**src/rtl/lc3b_types.sv**
```systemverilog
// Shared LC-3b types: machine word, branch-predictor counter encoding,
// squash FSM states and the saturating counter update helper.
package lc3b_types;

    typedef logic [15:0] lc3b_word;
    typedef logic [1:0]  bp_ctr_t;

    localparam bp_ctr_t CTR_SNT = 2'd0;
    localparam bp_ctr_t CTR_WNT = 2'd1;
    localparam bp_ctr_t CTR_WT  = 2'd2;
    localparam bp_ctr_t CTR_ST  = 2'd3;

    typedef enum logic {
        S_IDLE  = 1'b0,
        S_FLUSH = 1'b1
    } bp_flush_state_t;

    function automatic bp_ctr_t bp_ctr_next(input bp_ctr_t ctr, input logic taken);
        bp_ctr_t res;
        if (taken) begin
            res = (ctr == CTR_ST) ? CTR_ST : ctr + 2'd1;
        end else begin
            res = (ctr == CTR_SNT) ? CTR_SNT : ctr - 2'd1;
        end
        return res;
    endfunction

endpackage

```
**src/rtl/bht_2bit.sv**
```systemverilog
// Branch history table of 2-bit saturating counters: one asynchronous read
// port for fetch, one synchronous saturating-update port for branch resolve.
module bht_2bit
    import lc3b_types::*;
#(
    parameter int      BHT_ENTRIES = 16,
    parameter bp_ctr_t CTR_INIT    = CTR_WNT,
    localparam int     IDX_W       = $clog2(BHT_ENTRIES)
) (
    input  logic             clk,
    input  logic             rst_n,
    input  logic [IDX_W-1:0] rd_idx,
    output bp_ctr_t          rd_ctr,
    input  logic             wr_en,
    input  logic [IDX_W-1:0] wr_idx,
    input  logic             wr_taken
);

    logic [2*BHT_ENTRIES-1:0] ctr_flat;

    // Flops rather than RAM: every counter must return to CTR_INIT on reset.
    genvar gi;
    generate
        for (gi = 0; gi < BHT_ENTRIES; gi++) begin : g_ctr
            bp_ctr_t ctr_q;
            bp_ctr_t ctr_d;

            always_comb begin
                ctr_d = ctr_q;
                if (wr_en && (wr_idx == IDX_W'(gi))) begin
                    ctr_d = bp_ctr_next(ctr_q, wr_taken);
                end
            end

            always_ff @(posedge clk or negedge rst_n) begin
                if (!rst_n) begin
                    ctr_q <= CTR_INIT;
                end else begin
                    ctr_q <= ctr_d;
                end
            end

            assign ctr_flat[2*gi +: 2] = ctr_q;
        end
    endgenerate

    assign rd_ctr = ctr_flat[{rd_idx, 1'b0} +: 2];

endmodule

```
**src/rtl/branch_predict_flush_unit.sv**
```systemverilog
// Branch predictor plus squash controller: predicts at fetch, trains on
// resolve and blanks architectural writes for a window after a redirect.
module branch_predict_flush_unit
    import lc3b_types::*;
#(
    parameter int          BHT_ENTRIES = 16,
    parameter int          FLUSH_DEPTH = 3,
    parameter bp_ctr_t     CTR_INIT    = CTR_WNT,
    parameter logic [15:0] CNT_SAT     = 16'hFFFF
) (
    input  logic        clk,
    input  logic        rst_n,
    input  logic        stall,
    input  logic [15:0] fetch_pc,
    output logic        predict_taken,
    input  logic        resolve_valid,
    input  logic [15:0] resolve_pc,
    input  logic        resolve_taken,
    input  logic        resolve_predicted,
    input  logic        unconditional_branch,
    input  logic        load_regfile_in,
    input  logic        mem_write_in,
    input  logic        branch_enable_in,
    output logic        load_regfile_out,
    output logic        mem_write_out,
    output logic        branch_enable_out,
    output logic        flush,
    output logic        mispredict,
    output logic [15:0] mispredict_count
);

    localparam int IDX_W = $clog2(BHT_ENTRIES);

    bp_flush_state_t state_q, state_d;
    logic [2:0]      flush_cnt_q, flush_cnt_d;
    logic [15:0]     mis_cnt_q, mis_cnt_d;
    logic            idle;
    logic            trigger;
    logic            train_en;
    bp_ctr_t         rd_ctr;
    logic            unused_pc_bits;

    assign idle       = (state_q == S_IDLE);
    assign mispredict = resolve_valid & (resolve_taken != resolve_predicted) & idle & ~stall;
    assign trigger    = (mispredict | unconditional_branch) & idle & ~stall;
    // Branches resolving inside the window are wrong-path, so they never train.
    assign train_en   = resolve_valid & ~stall & idle;

    bht_2bit #(
        .BHT_ENTRIES (BHT_ENTRIES),
        .CTR_INIT    (CTR_INIT)
    ) u_bht (
        .clk      (clk),
        .rst_n    (rst_n),
        .rd_idx   (fetch_pc[IDX_W:1]),
        .rd_ctr   (rd_ctr),
        .wr_en    (train_en),
        .wr_idx   (resolve_pc[IDX_W:1]),
        .wr_taken (resolve_taken)
    );

    assign predict_taken  = (rd_ctr >= CTR_WT);
    assign unused_pc_bits = ^{fetch_pc[15:IDX_W+1], fetch_pc[0],
                              resolve_pc[15:IDX_W+1], resolve_pc[0]};

    always_comb begin
        state_d           = state_q;
        flush_cnt_d       = flush_cnt_q;
        flush             = 1'b0;
        load_regfile_out  = load_regfile_in;
        mem_write_out     = mem_write_in;
        branch_enable_out = branch_enable_in;
        case (state_q)
            S_IDLE: begin
                if (trigger) begin
                    state_d     = S_FLUSH;
                    flush_cnt_d = 3'(FLUSH_DEPTH);
                end
            end
            S_FLUSH: begin
                flush             = 1'b1;
                load_regfile_out  = 1'b0;
                mem_write_out     = 1'b0;
                branch_enable_out = 1'b0;
                if (!stall) begin
                    flush_cnt_d = flush_cnt_q - 3'd1;
                    if (flush_cnt_q == 3'd1) begin
                        state_d = S_IDLE;
                    end
                end
            end
            default: state_d = S_IDLE;
        endcase
    end

    always_comb begin
        mis_cnt_d = mis_cnt_q;
        if (mispredict && (mis_cnt_q != CNT_SAT)) begin
            mis_cnt_d = mis_cnt_q + 16'd1;
        end
    end

    assign mispredict_count = mis_cnt_q;

    always_ff @(posedge clk or negedge rst_n) begin
        if (!rst_n) begin
            state_q     <= S_IDLE;
            flush_cnt_q <= 3'd0;
            mis_cnt_q   <= 16'd0;
        end else begin
            state_q     <= state_d;
            flush_cnt_q <= flush_cnt_d;
            mis_cnt_q   <= mis_cnt_d;
        end
    end

endmodule

```
**config.mk**
```make
export PLATFORM = sky130hd
export DESIGN_NAME = branch_predict_flush_unit
export DESIGN_NICKNAME = d
export VERILOG_FILES = /design/src/rtl/lc3b_types.sv /design/src/rtl/bht_2bit.sv /design/src/rtl/branch_predict_flush_unit.sv
export SDC_FILE = /design/constraint.sdc
export NUM_CORES = 1
export LEC_CHECK = 0
export CORE_ASPECT_RATIO = 1.4
export CORE_MARGIN = 5
export CORE_UTILIZATION = 52
export CTS_BUF_LIST = sky130_fd_sc_hd__clkbuf_2 sky130_fd_sc_hd__clkbuf_4 sky130_fd_sc_hd__clkbuf_8
export DETAILED_ROUTE_END_ITERATION = 6
export HOLD_SLACK_MARGIN = 0.08
export PLACE_DENSITY = 0.91
export SLEW_MARGIN = 10
export SYNTH_ARGS = -nofsm -noshare
export SYNTH_HDL_FRONTEND = slang
export SYNTH_SLANG_ARGS = --single-unit
```
**constraint.sdc**
```tcl
create_clock -name clk -period 3.9 [get_ports clk]
set_clock_uncertainty 0.15 [all_clocks]
set_input_delay 0.39 -clock clk [delete_from_list [all_inputs] [get_ports clk]]
set_output_delay 0.39 -clock clk [all_outputs]
set_load 0.05 [all_outputs]
```
**Wire density map**

Bar = 20 um. The die is cut into 15 by 20 equal tiles; dark purple is low, yellow is high, scaled to the fullest tile. Values are wire area over tile area, all layers added.
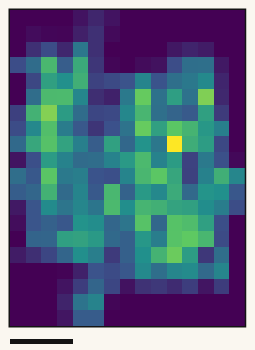
nearly empty tiles: 26%
densest ninth of the die: middle
tiles over half the peak: 21%
mean over tiles: 0.14
fullest tile: 0.48

**Cell sizes after repair**

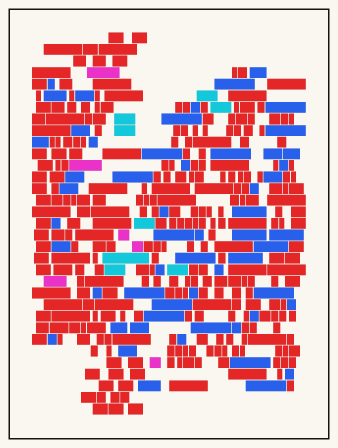
legend:
  cyan:
    size: _6 and larger
    cells: 8
    most_used: clkbuf_8
  magenta:
    size: _3 and _4 cells
    cells: 6
    most_used: buf_4
  blue:
    size: _2 cells
    cells: 55
  red:
    size: _0 and _1 cells
    cells: 285
    most_used: a21oi_1
Final WS setup: 0.656 ns
Design Area, Final: 3600 um^2

**Congestion heat map**

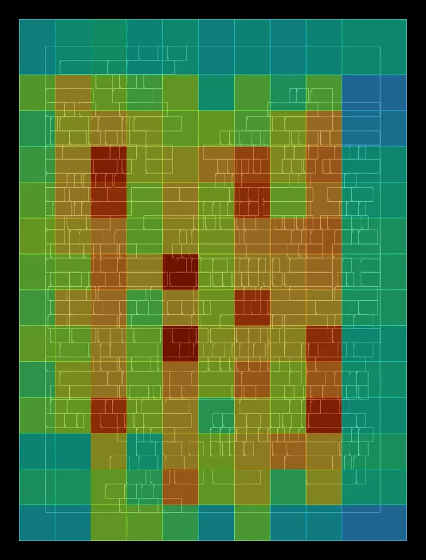
GRT busiest layer: met2
gr usage total: 0.192
GRT met3 Usage: 0.0351
GR Util met1: 0.246

==> run summary <==
run metrics: clock root buffer master=clkbuf_8, worst hold endpoint=flush_cnt_q[0], critical path launch point type=primary input, Residual DRC=0, clock group share of total power=0.301, FP Rows=33, yosys stat cell total=between 300 and 400, initial antenna violation count=0, Post-synth top cells=a21oi_1 (53), dfrtp_1 (36), nor2_1 (24), Max Used Layer=met4, R2R setup slack=1.74 ns, first-pass GRT wire length=approximately 12000 um, Worst Hold Depth=1, status=completed, Area Growth Syn to Fin=18.7%, vias in the first global route=~2500, cycle use final=0.832, average wire per standard cell=approximately 15 um, worst reg2reg path endpoint=u_bht.g_ctr[13].ctr_q[0], GRT met2 Usage=0.326, worst path cell trace=clkdlybuf4s50_1 -> mux4_2 -> mux4_2 -> clkdlybuf4s50_1, post-CTS setup buffer count=0, M1 WL=2730 um, global route overflow=0, Synth Net Count=361, met3 wire length=~250 um, fin nets=398, yosys aoi share=0.129, combinational power share=0.232, Post-synth EDFFs=0, Late-Pin Clk Latency=approximately 0.3 ns, Leading power group=sequential cells, First-pass DRT Iterations=4
==> kinds of logic after synthesis <==
group / count (synthesis)
buffers and inverters: 33
AND-OR/OR-AND: 70
XOR/XNOR: 15
AND/OR/NAND/NOR: 134
multiplexers: 9
adder cells (fa/ha/maj): 3
flip-flops: 52
==> final cells by class <==
class                      count  area share
multi-input combinational    231       0.437
tap                           70      0.0243
timing repair buffer          43       0.116
clock inverter                 1     0.00834
clock buffer                   7      0.0268
sequential                    52       0.367
inverter                      20      0.0208
==> flip-flops by register name (all words and copies together) (netlist names) <==
signal and cells:
mispredict_count 16, flush_cnt_q 3, u_bht.g_ctr.ctr_q 32, state_q 1
==> worst reg2reg max path, cell delays in order (launching register included) <==
cell      delay (ns)
dfrtp_1         0.52
and4bb_2        0.66
nor3b_2         0.39
a21oi_1         0.13
o221a_2         0.26
Power figures rest on the tool's default switching activity, not on a simulated workload.
